--- config.mk ---
export PLATFORM = sky130hd
export DESIGN_NAME = multicycle_controller
export DESIGN_NICKNAME = d
export VERILOG_FILES = /design/src/rtl/mc_pkg.sv /design/src/rtl/alu_decoder.sv /design/src/rtl/multicycle_controller.sv
export SDC_FILE = /design/constraint.sdc
export NUM_CORES = 1
export LEC_CHECK = 0
export CAP_MARGIN = 20
export CORE_MARGIN = 5
export CORE_UTILIZATION = 37
export DETAILED_ROUTE_END_ITERATION = 7
export PLACE_DENSITY = 0.84
export SYNTH_ARGS = -nofsm -noshare
export SYNTH_HDL_FRONTEND = slang
export SYNTH_SLANG_ARGS = --single-unit
--- constraint.sdc ---
create_clock -name clk -period 1.6 [get_ports clk]
set_input_delay 0.32 -clock clk [delete_from_list [all_inputs] [get_ports clk]]
set_output_delay 0.32 -clock clk [all_outputs]
set_load 0.01 [all_outputs]
--- src/rtl/mc_pkg.sv ---
// Shared constants for the multicycle RV32I controller: state encoding,
// ALUOp/ALUControl codes, opcodes, datapath select codes and the
// immediate-format decode helper.
package mc_pkg;

    localparam int unsigned OP_W       = 7;
    localparam int unsigned SEL_W      = 2;
    localparam int unsigned ALU_OP_W   = 2;
    localparam int unsigned ALU_CTRL_W = 3;

    // Controller states; S_HALT is reachable only when the illegal trap is built in.
    typedef enum logic [3:0] {
        S_FETCH    = 4'd0,
        S_DECODE   = 4'd1,
        S_MEMADR   = 4'd2,
        S_MEMREAD  = 4'd3,
        S_MEMWB    = 4'd4,
        S_MEMWRITE = 4'd5,
        S_EXECUTER = 4'd6,
        S_EXECUTEI = 4'd7,
        S_ALUWB    = 4'd8,
        S_BEQ      = 4'd9,
        S_JAL      = 4'd10,
        S_HALT     = 4'd11
    } state_t;

    // ALUOp: what the controller asks of the ALU decoder
    localparam logic [ALU_OP_W-1:0] ALUOP_ADD   = 2'b00;
    localparam logic [ALU_OP_W-1:0] ALUOP_SUB   = 2'b01;
    localparam logic [ALU_OP_W-1:0] ALUOP_FUNCT = 2'b10;

    // ALUControl codes seen by the datapath ALU
    localparam logic [ALU_CTRL_W-1:0] ALU_ADD = 3'b000;
    localparam logic [ALU_CTRL_W-1:0] ALU_SUB = 3'b001;
    localparam logic [ALU_CTRL_W-1:0] ALU_AND = 3'b010;
    localparam logic [ALU_CTRL_W-1:0] ALU_OR  = 3'b011;
    localparam logic [ALU_CTRL_W-1:0] ALU_SLT = 3'b101;

    // Opcodes
    localparam logic [OP_W-1:0] OP_LOAD   = 7'b0000011;
    localparam logic [OP_W-1:0] OP_STORE  = 7'b0100011;
    localparam logic [OP_W-1:0] OP_RTYPE  = 7'b0110011;
    localparam logic [OP_W-1:0] OP_ITYPE  = 7'b0010011;
    localparam logic [OP_W-1:0] OP_BRANCH = 7'b1100011;
    localparam logic [OP_W-1:0] OP_JAL    = 7'b1101111;

    // ResultSrc
    localparam logic [SEL_W-1:0] RES_ALUOUT    = 2'b00;
    localparam logic [SEL_W-1:0] RES_DATA      = 2'b01;
    localparam logic [SEL_W-1:0] RES_ALURESULT = 2'b10;

    // ALUSrcA
    localparam logic [SEL_W-1:0] SRCA_PC    = 2'b00;
    localparam logic [SEL_W-1:0] SRCA_OLDPC = 2'b01;
    localparam logic [SEL_W-1:0] SRCA_RD1   = 2'b10;

    // ALUSrcB
    localparam logic [SEL_W-1:0] SRCB_RD2  = 2'b00;
    localparam logic [SEL_W-1:0] SRCB_IMM  = 2'b01;
    localparam logic [SEL_W-1:0] SRCB_FOUR = 2'b10;

    // ImmSrc
    localparam logic [SEL_W-1:0] IMM_I = 2'b00;
    localparam logic [SEL_W-1:0] IMM_S = 2'b01;
    localparam logic [SEL_W-1:0] IMM_B = 2'b10;
    localparam logic [SEL_W-1:0] IMM_J = 2'b11;

    // Immediate format implied by the opcode; unknown opcodes fall back to I.
    function automatic logic [SEL_W-1:0] imm_src_of(input logic [OP_W-1:0] op);
        case (op)
            OP_STORE:  return IMM_S;
            OP_BRANCH: return IMM_B;
            OP_JAL:    return IMM_J;
            default:   return IMM_I;
        endcase
    endfunction

endpackage

--- src/rtl/alu_decoder.sv ---
// ALU decoder: maps the controller's ALUOp plus instruction funct fields to
// the 3-bit ALUControl code. Purely combinational.
// Ports: alu_op (ALUOp), funct3, funct7b5, op5 (Instr[5]) -> alu_control.
module alu_decoder
    import mc_pkg::*;
(
    input  logic [ALU_OP_W-1:0]   alu_op,
    input  logic [2:0]            funct3,
    input  logic                  funct7b5,
    input  logic                  op5,
    output logic [ALU_CTRL_W-1:0] alu_control
);

    always_comb begin
        alu_control = ALU_ADD;
        case (alu_op)
            ALUOP_SUB: alu_control = ALU_SUB;
            ALUOP_FUNCT: begin
                case (funct3)
                    // funct7b5 only means sub for R-type; addi with that bit set stays add
                    3'b000:  alu_control = (op5 & funct7b5) ? ALU_SUB : ALU_ADD;
                    3'b010:  alu_control = ALU_SLT;
                    3'b110:  alu_control = ALU_OR;
                    3'b111:  alu_control = ALU_AND;
                    default: alu_control = ALU_ADD;
                endcase
            end
            default: alu_control = ALU_ADD;
        endcase
    end

endmodule

--- src/rtl/multicycle_controller.sv ---
// Multicycle RV32I controller: Moore FSM sequencing fetch/decode/execute over
// a single shared memory port, with memory states stretched by mem_ready.
// Config macro: MC_ILLEGAL_TRAP_EN - undecodable opcodes trap into a HALT
//   state with a sticky illegal flag; otherwise they retire as NOPs.
// Parameter: HAS_MEM_READY - 1 honours mem_ready, 0 treats memory as single-cycle.
// Ports: clk, rst (async, active-high); op, funct3, funct7b5, Zero, mem_ready in;
//   mem_req, PCWrite, AdrSrc, MemWrite, IRWrite, ResultSrc, ALUSrcA, ALUSrcB,
//   ALUControl, ImmSrc, RegWrite, instr_done, illegal out (combinational from state).
module multicycle_controller
    import mc_pkg::*;
#(
    parameter bit HAS_MEM_READY = 1'b1
) (
    input  logic                  clk,
    input  logic                  rst,
    input  logic [OP_W-1:0]       op,
    input  logic [2:0]            funct3,
    input  logic                  funct7b5,
    input  logic                  Zero,
    input  logic                  mem_ready,
    output logic                  mem_req,
    output logic                  PCWrite,
    output logic                  AdrSrc,
    output logic                  MemWrite,
    output logic                  IRWrite,
    output logic [SEL_W-1:0]      ResultSrc,
    output logic [SEL_W-1:0]      ALUSrcA,
    output logic [SEL_W-1:0]      ALUSrcB,
    output logic [ALU_CTRL_W-1:0] ALUControl,
    output logic [SEL_W-1:0]      ImmSrc,
    output logic                  RegWrite,
    output logic                  instr_done,
    output logic                  illegal
);

    state_t               state;
    state_t               state_next;
    logic [ALU_OP_W-1:0]  alu_op;
    logic                 ready;

    assign ready = HAS_MEM_READY ? mem_ready : 1'b1;

`ifndef MC_ILLEGAL_TRAP_EN
    logic op_legal;
    assign op_legal = (op == OP_LOAD)  || (op == OP_STORE)  || (op == OP_RTYPE) ||
                      (op == OP_ITYPE) || (op == OP_BRANCH) || (op == OP_JAL);
`endif

    // State register
    always_ff @(posedge clk or posedge rst) begin
        if (rst) state <= S_FETCH;
        else     state <= state_next;
    end

    // Next-state logic
    always_comb begin
        state_next = state;
        case (state)
            S_FETCH:    if (ready) state_next = S_DECODE;
            S_DECODE: begin
                case (op)
                    OP_LOAD, OP_STORE: state_next = S_MEMADR;
                    OP_RTYPE:          state_next = S_EXECUTER;
                    OP_ITYPE:          state_next = S_EXECUTEI;
                    OP_BRANCH:         state_next = S_BEQ;
                    OP_JAL:            state_next = S_JAL;
`ifdef MC_ILLEGAL_TRAP_EN
                    default:           state_next = S_HALT;
`else
                    default:           state_next = S_FETCH;
`endif
                endcase
            end
            S_MEMADR:   state_next = op[5] ? S_MEMWRITE : S_MEMREAD;
            S_MEMREAD:  if (ready) state_next = S_MEMWB;
            S_MEMWB:    state_next = S_FETCH;
            S_MEMWRITE: if (ready) state_next = S_FETCH;
            S_EXECUTER: state_next = S_ALUWB;
            S_EXECUTEI: state_next = S_ALUWB;
            S_ALUWB:    state_next = S_FETCH;
            S_BEQ:      state_next = S_FETCH;
            S_JAL:      state_next = S_ALUWB;
`ifdef MC_ILLEGAL_TRAP_EN
            S_HALT:     state_next = S_HALT;
`endif
            default:    state_next = S_FETCH;
        endcase
    end

    // Output decode per state
    always_comb begin
        mem_req    = 1'b0;
        PCWrite    = 1'b0;
        AdrSrc     = 1'b0;
        MemWrite   = 1'b0;
        IRWrite    = 1'b0;
        ResultSrc  = RES_ALUOUT;
        ALUSrcA    = SRCA_PC;
        ALUSrcB    = SRCB_RD2;
        alu_op     = ALUOP_ADD;
        RegWrite   = 1'b0;
        instr_done = 1'b0;
        ImmSrc     = imm_src_of(op);
        case (state)
            S_FETCH: begin
                mem_req   = 1'b1;
                ALUSrcB   = SRCB_FOUR;
                ResultSrc = RES_ALURESULT;
                IRWrite   = ready;
                PCWrite   = ready;
            end
            S_DECODE: begin
                ALUSrcA = SRCA_OLDPC;
                ALUSrcB = SRCB_IMM;
`ifndef MC_ILLEGAL_TRAP_EN
                // unknown opcode retires here as a NOP
                instr_done = ~op_legal;
`endif
            end
            S_MEMADR: begin
                ALUSrcA = SRCA_RD1;
                ALUSrcB = SRCB_IMM;
            end
            S_MEMREAD: begin
                mem_req = 1'b1;
                AdrSrc  = 1'b1;
            end
            S_MEMWB: begin
                ResultSrc  = RES_DATA;
                RegWrite   = 1'b1;
                instr_done = 1'b1;
            end
            S_MEMWRITE: begin
                mem_req    = 1'b1;
                AdrSrc     = 1'b1;
                MemWrite   = 1'b1;
                instr_done = ready;
            end
            S_EXECUTER: begin
                ALUSrcA = SRCA_RD1;
                ALUSrcB = SRCB_RD2;
                alu_op  = ALUOP_FUNCT;
            end
            S_EXECUTEI: begin
                ALUSrcA = SRCA_RD1;
                ALUSrcB = SRCB_IMM;
                alu_op  = ALUOP_FUNCT;
            end
            S_ALUWB: begin
                ResultSrc  = RES_ALUOUT;
                RegWrite   = 1'b1;
                instr_done = 1'b1;
            end
            S_BEQ: begin
                ALUSrcA    = SRCA_RD1;
                ALUSrcB    = SRCB_RD2;
                alu_op     = ALUOP_SUB;
                PCWrite    = Zero;
                instr_done = 1'b1;
            end
            S_JAL: begin
                ALUSrcA = SRCA_OLDPC;
                ALUSrcB = SRCB_FOUR;
                PCWrite = 1'b1;
            end
            default: ;
        endcase
    end

`ifdef MC_ILLEGAL_TRAP_EN
    // HALT is left only through reset, so the state itself is the sticky flag
    assign illegal = (state == S_HALT);
`else
    assign illegal = 1'b0;
`endif

    alu_decoder u_alu_decoder (
        .alu_op      (alu_op),
        .funct3      (funct3),
        .funct7b5    (funct7b5),
        .op5         (op[5]),
        .alu_control (ALUControl)
    );

endmodule
==> deck_impl_summary.md, run 1 <==
Key Metrics from the Run

Status
  • Outcome: finished with violations
  • Failing checks: setup timing

Timing
  • Final setup violation count: 15
  • Max frequency: 523.9 MHz
  • Setup WS post-layout: -308.9 ps
  • Final clock skew: 11.46 ps

Route
  • Final WL: 3.407 mm
  • Max Used Layer: met4
  • Initial DRT Pass Iterations: 4
  • DRT iter0 DRCs: 19

CTS
  • Root Buffer: clkbuf_4
  • # hold bufs at CTS: 0
  • CTS sink cnt: 4
  • Clk latency late pin: 240 ps
  • CTS tree: done
  • Post-CTS Resized: 97

Setup path
  • Worst r2r path cells: 6
  • Critical R2R Capture: state[2]

Layout
  • Design area: 1536 µm²
  • CLK BUF: 4

GRT
  • Largest net degree at the start of global routing: 14
  • Gr ovfl total: 0

Pwr
  • Clk pwr: 140 µW

Synthesis
  • XOR Share, Synth: 2.369%
  • Cell count after synthesis: 100

Placed design
  • Port bufs: 32
  • Pre-CTS setup slack: -645.7 ps
run 1: through the flow:
stage,instances,total power (µW),hold WS (ps)
after floorplan,100,494.4,86.01
after detailed placement,177,858.7,507.6
after global routing,195,1254,294.5
after CTS,191,1077,258.4
after global placement,177,836.1,504.4
final,195,1189,268.3
run 1: cell usage in the layout, fill, tap and decap left out, drive strengths merged, types with 3 or more instances in the layout:
| master | count |
|---|---|
| nand2b | 6 |
| clkdlybuf4s50 | 7 |
| clkbuf | 6 |
| mux2i | 3 |
| a21oi | 4 |
| nand3 | 3 |
| and3b | 3 |
| inv | 6 |
| dfrtp | 4 |
| nor3 | 3 |
| nor2 | 5 |
| o21ai | 7 |
| nor3b | 4 |
| nand2 | 7 |
| nor2b | 7 |
| buf | 56 |
| dlygate4sd2 | 6 |
run_1/met1.png
Scale bar: 20 µm.
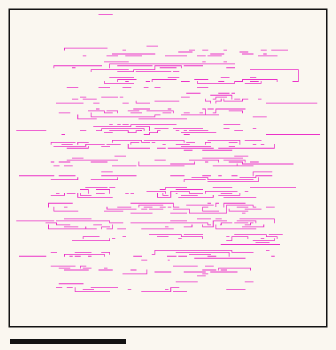
- wire length on this layer: 1,130 µm
- longest straight run: 21.6 µm
- main direction: horizontal

run_1/clock_map.png
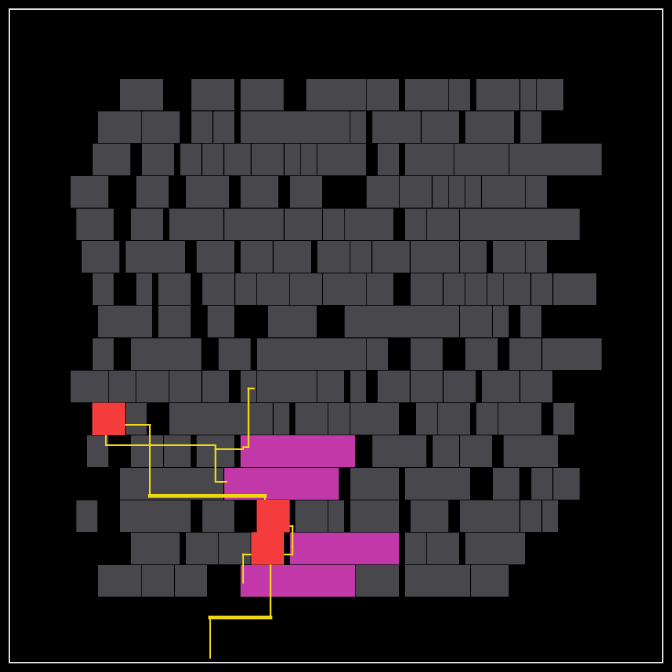
- red: cells driving clock nets (count 3)
- yellow: clock wires (length 73.7 µm)
- magenta: flip-flops (count 4)
- flops lie: bottom centre

run_1/pins.png
Scale bar: 20 µm. Pins as bars across the die edge, other pins in grey.
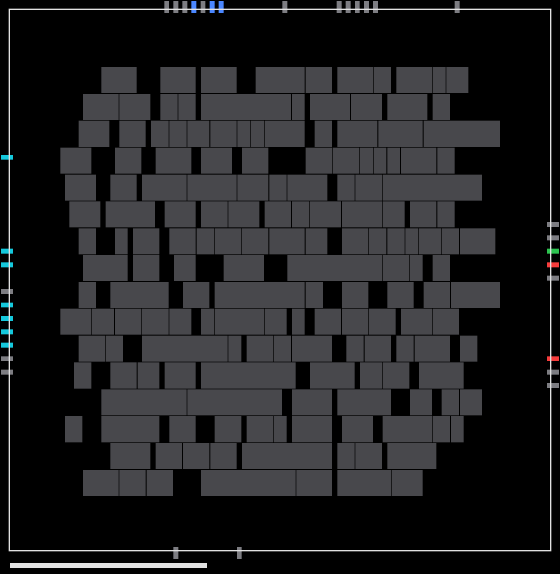
- red: `ResultSrc` (pins 2; direction output; edge right)
- cyan: `op` (pins 7; direction input; edge left)
- blue: `ALUControl` (pins 3; direction output; edge top)
- green: `IRWrite` (pins 1; direction output; edge right)
- all pins by edge: 14 top, 10 left, 8 right, 2 bottom

run_1/wire_density.png
Scale bar: 20 µm. The die is cut into 11 by 11 equal tiles; dark blue is low, red is high, scaled to the fullest tile. Values are wire area over tile area, all layers added.
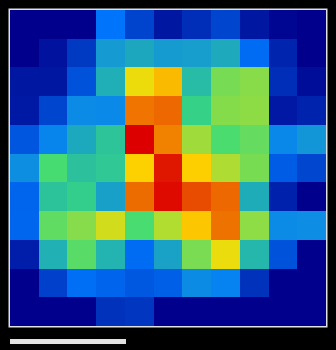
- nearly empty tiles: 17%
- mean over tiles: 0.19
- emptiest ninth of the die: upper left
- fullest tile: 0.57
- tiles over half the peak: 28%

run_1/final_clocks.png
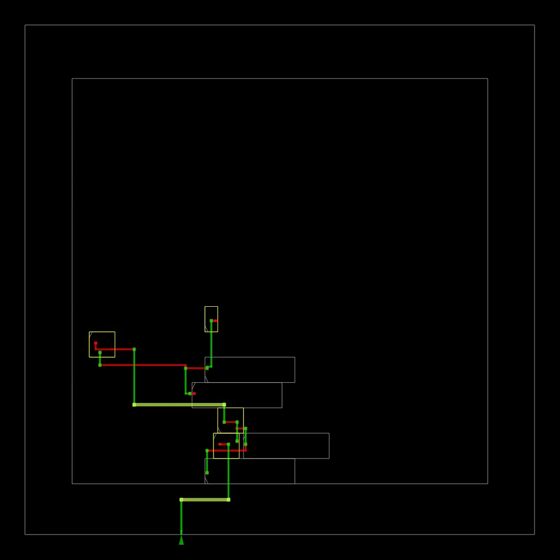

==> run 1 -> run 2 <==
--- a/config.mk
+++ b/config.mk
@@ -6,7 +6,7 @@
 export NUM_CORES = 1
 export LEC_CHECK = 0
 export CAP_MARGIN = 20
-export CORE_MARGIN = 5
+export CORE_MARGIN = 3
 export CORE_UTILIZATION = 37
 export DETAILED_ROUTE_END_ITERATION = 7
 export PLACE_DENSITY = 0.84
run_2/final_clocks.png
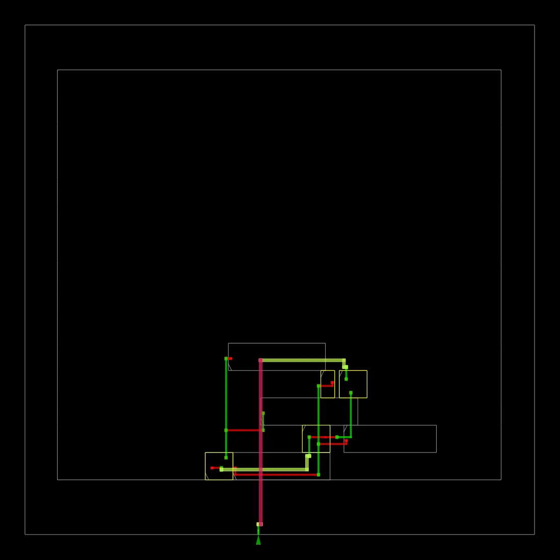
final clock skew: 7.329 ps
total CTS buffers: 3
Flops: 4

run_2/wire_density.png
Scale bar: 20 µm. The die is cut into 10 by 10 equal tiles; dark blue is low, red is high, scaled to the fullest tile. Values are wire area over tile area, all layers added.
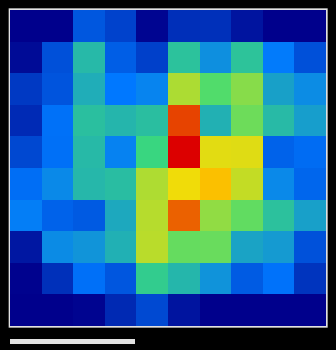
- emptiest ninth of the die: lower left
- densest ninth of the die: centre
- tiles over half the peak: 19%
- fullest tile: 0.64
- mean over tiles: 0.20

==> run 2 against run 1 <==
  * The run still ends with setup timing left
  * Worst setup slack worse by 28 ps
  * Critical path depth unchanged
  * Worst hold slack better by 14 ps
  * Sequential power barely moved
  * Global-route usage rose by 2.7 points
  * Total power is 3.2% lower
  * Clock power hardly changed
  * First-iteration DRC count decreased by 37%
  * Combinational power fell by 4.2%
==> deck_impl_summary.md, run 2 <==
Key Metrics from the Run

Timing
  • Hold slack final: 282.7 ps
  • Final setup violation count: 15
  • Setup WS post-layout: -336.9 ps
  • Max frequency: 516.3 MHz

Placed design
  • Placed Instances: 174
  • Port bufs: 32
  • Pre-CTS setup slack: -629.3 ps

Setup path
  • Worst r2r path cells: 5
  • Critical R2R Capture: state[0]

Layout
  • Top Layout Cells: 25 x buf_4, 17 x buf_2, 12 x buf_6
  • Layout fillers: 111
  • Most frequent logic cell in the layout: buf_4
  • Fin cells: 192

CTS
  • CTS tree: done
  • Clk latency late pin: 240 ps
  • Root Buffer: clkbuf_4
  • CTS sink cnt: 4

Synthesis
  • Net count of the mapped netlist: 117

Status
  • Outcome: finished with violations
  • Failing checks: setup timing

Route
  • DRT iter0 DRCs: 12
  • Max Used Layer: met4
  • Final WL: 3.074 mm

GRT
  • Gr ovfl total: 0

Pwr
  • PnR Total Power: 1151 µW
-- run 2: area by class of cell --
class                      count  area (µm²)  area share, %
clock buffer                   4       26.28          1.720
inverter                       6       22.52          1.474
multi-input combinational     82       773.2          50.61
sequential                     4       103.9          6.798
tap                           25       31.28          2.047
timing repair buffer          71       570.5          37.35
-- run 2: power groups by stage --
stage / clock network [µW] / logic (µW) / registers, µW
global route: 159 / 933 / 138
global placement: 0 / 718 / 131
floorplan: 0 / 375 / 120
CTS: 145 / 767 / 132
finish: 141 / 874 / 136
detailed placement: 0 / 741 / 132
-- run 2: timing repair --
item                                   4_1_cts  5_1_grt
pin swaps                                    8        5
gates cloned                                 0        1
setup buffers                               10        4
endpoints found under the hold margin        0        0
gates resized                               92       38
setup endpoints to repair                   18       17
hold buffers                                 0        0
No activity file was given, so power comes from the tool's default toggle rates.
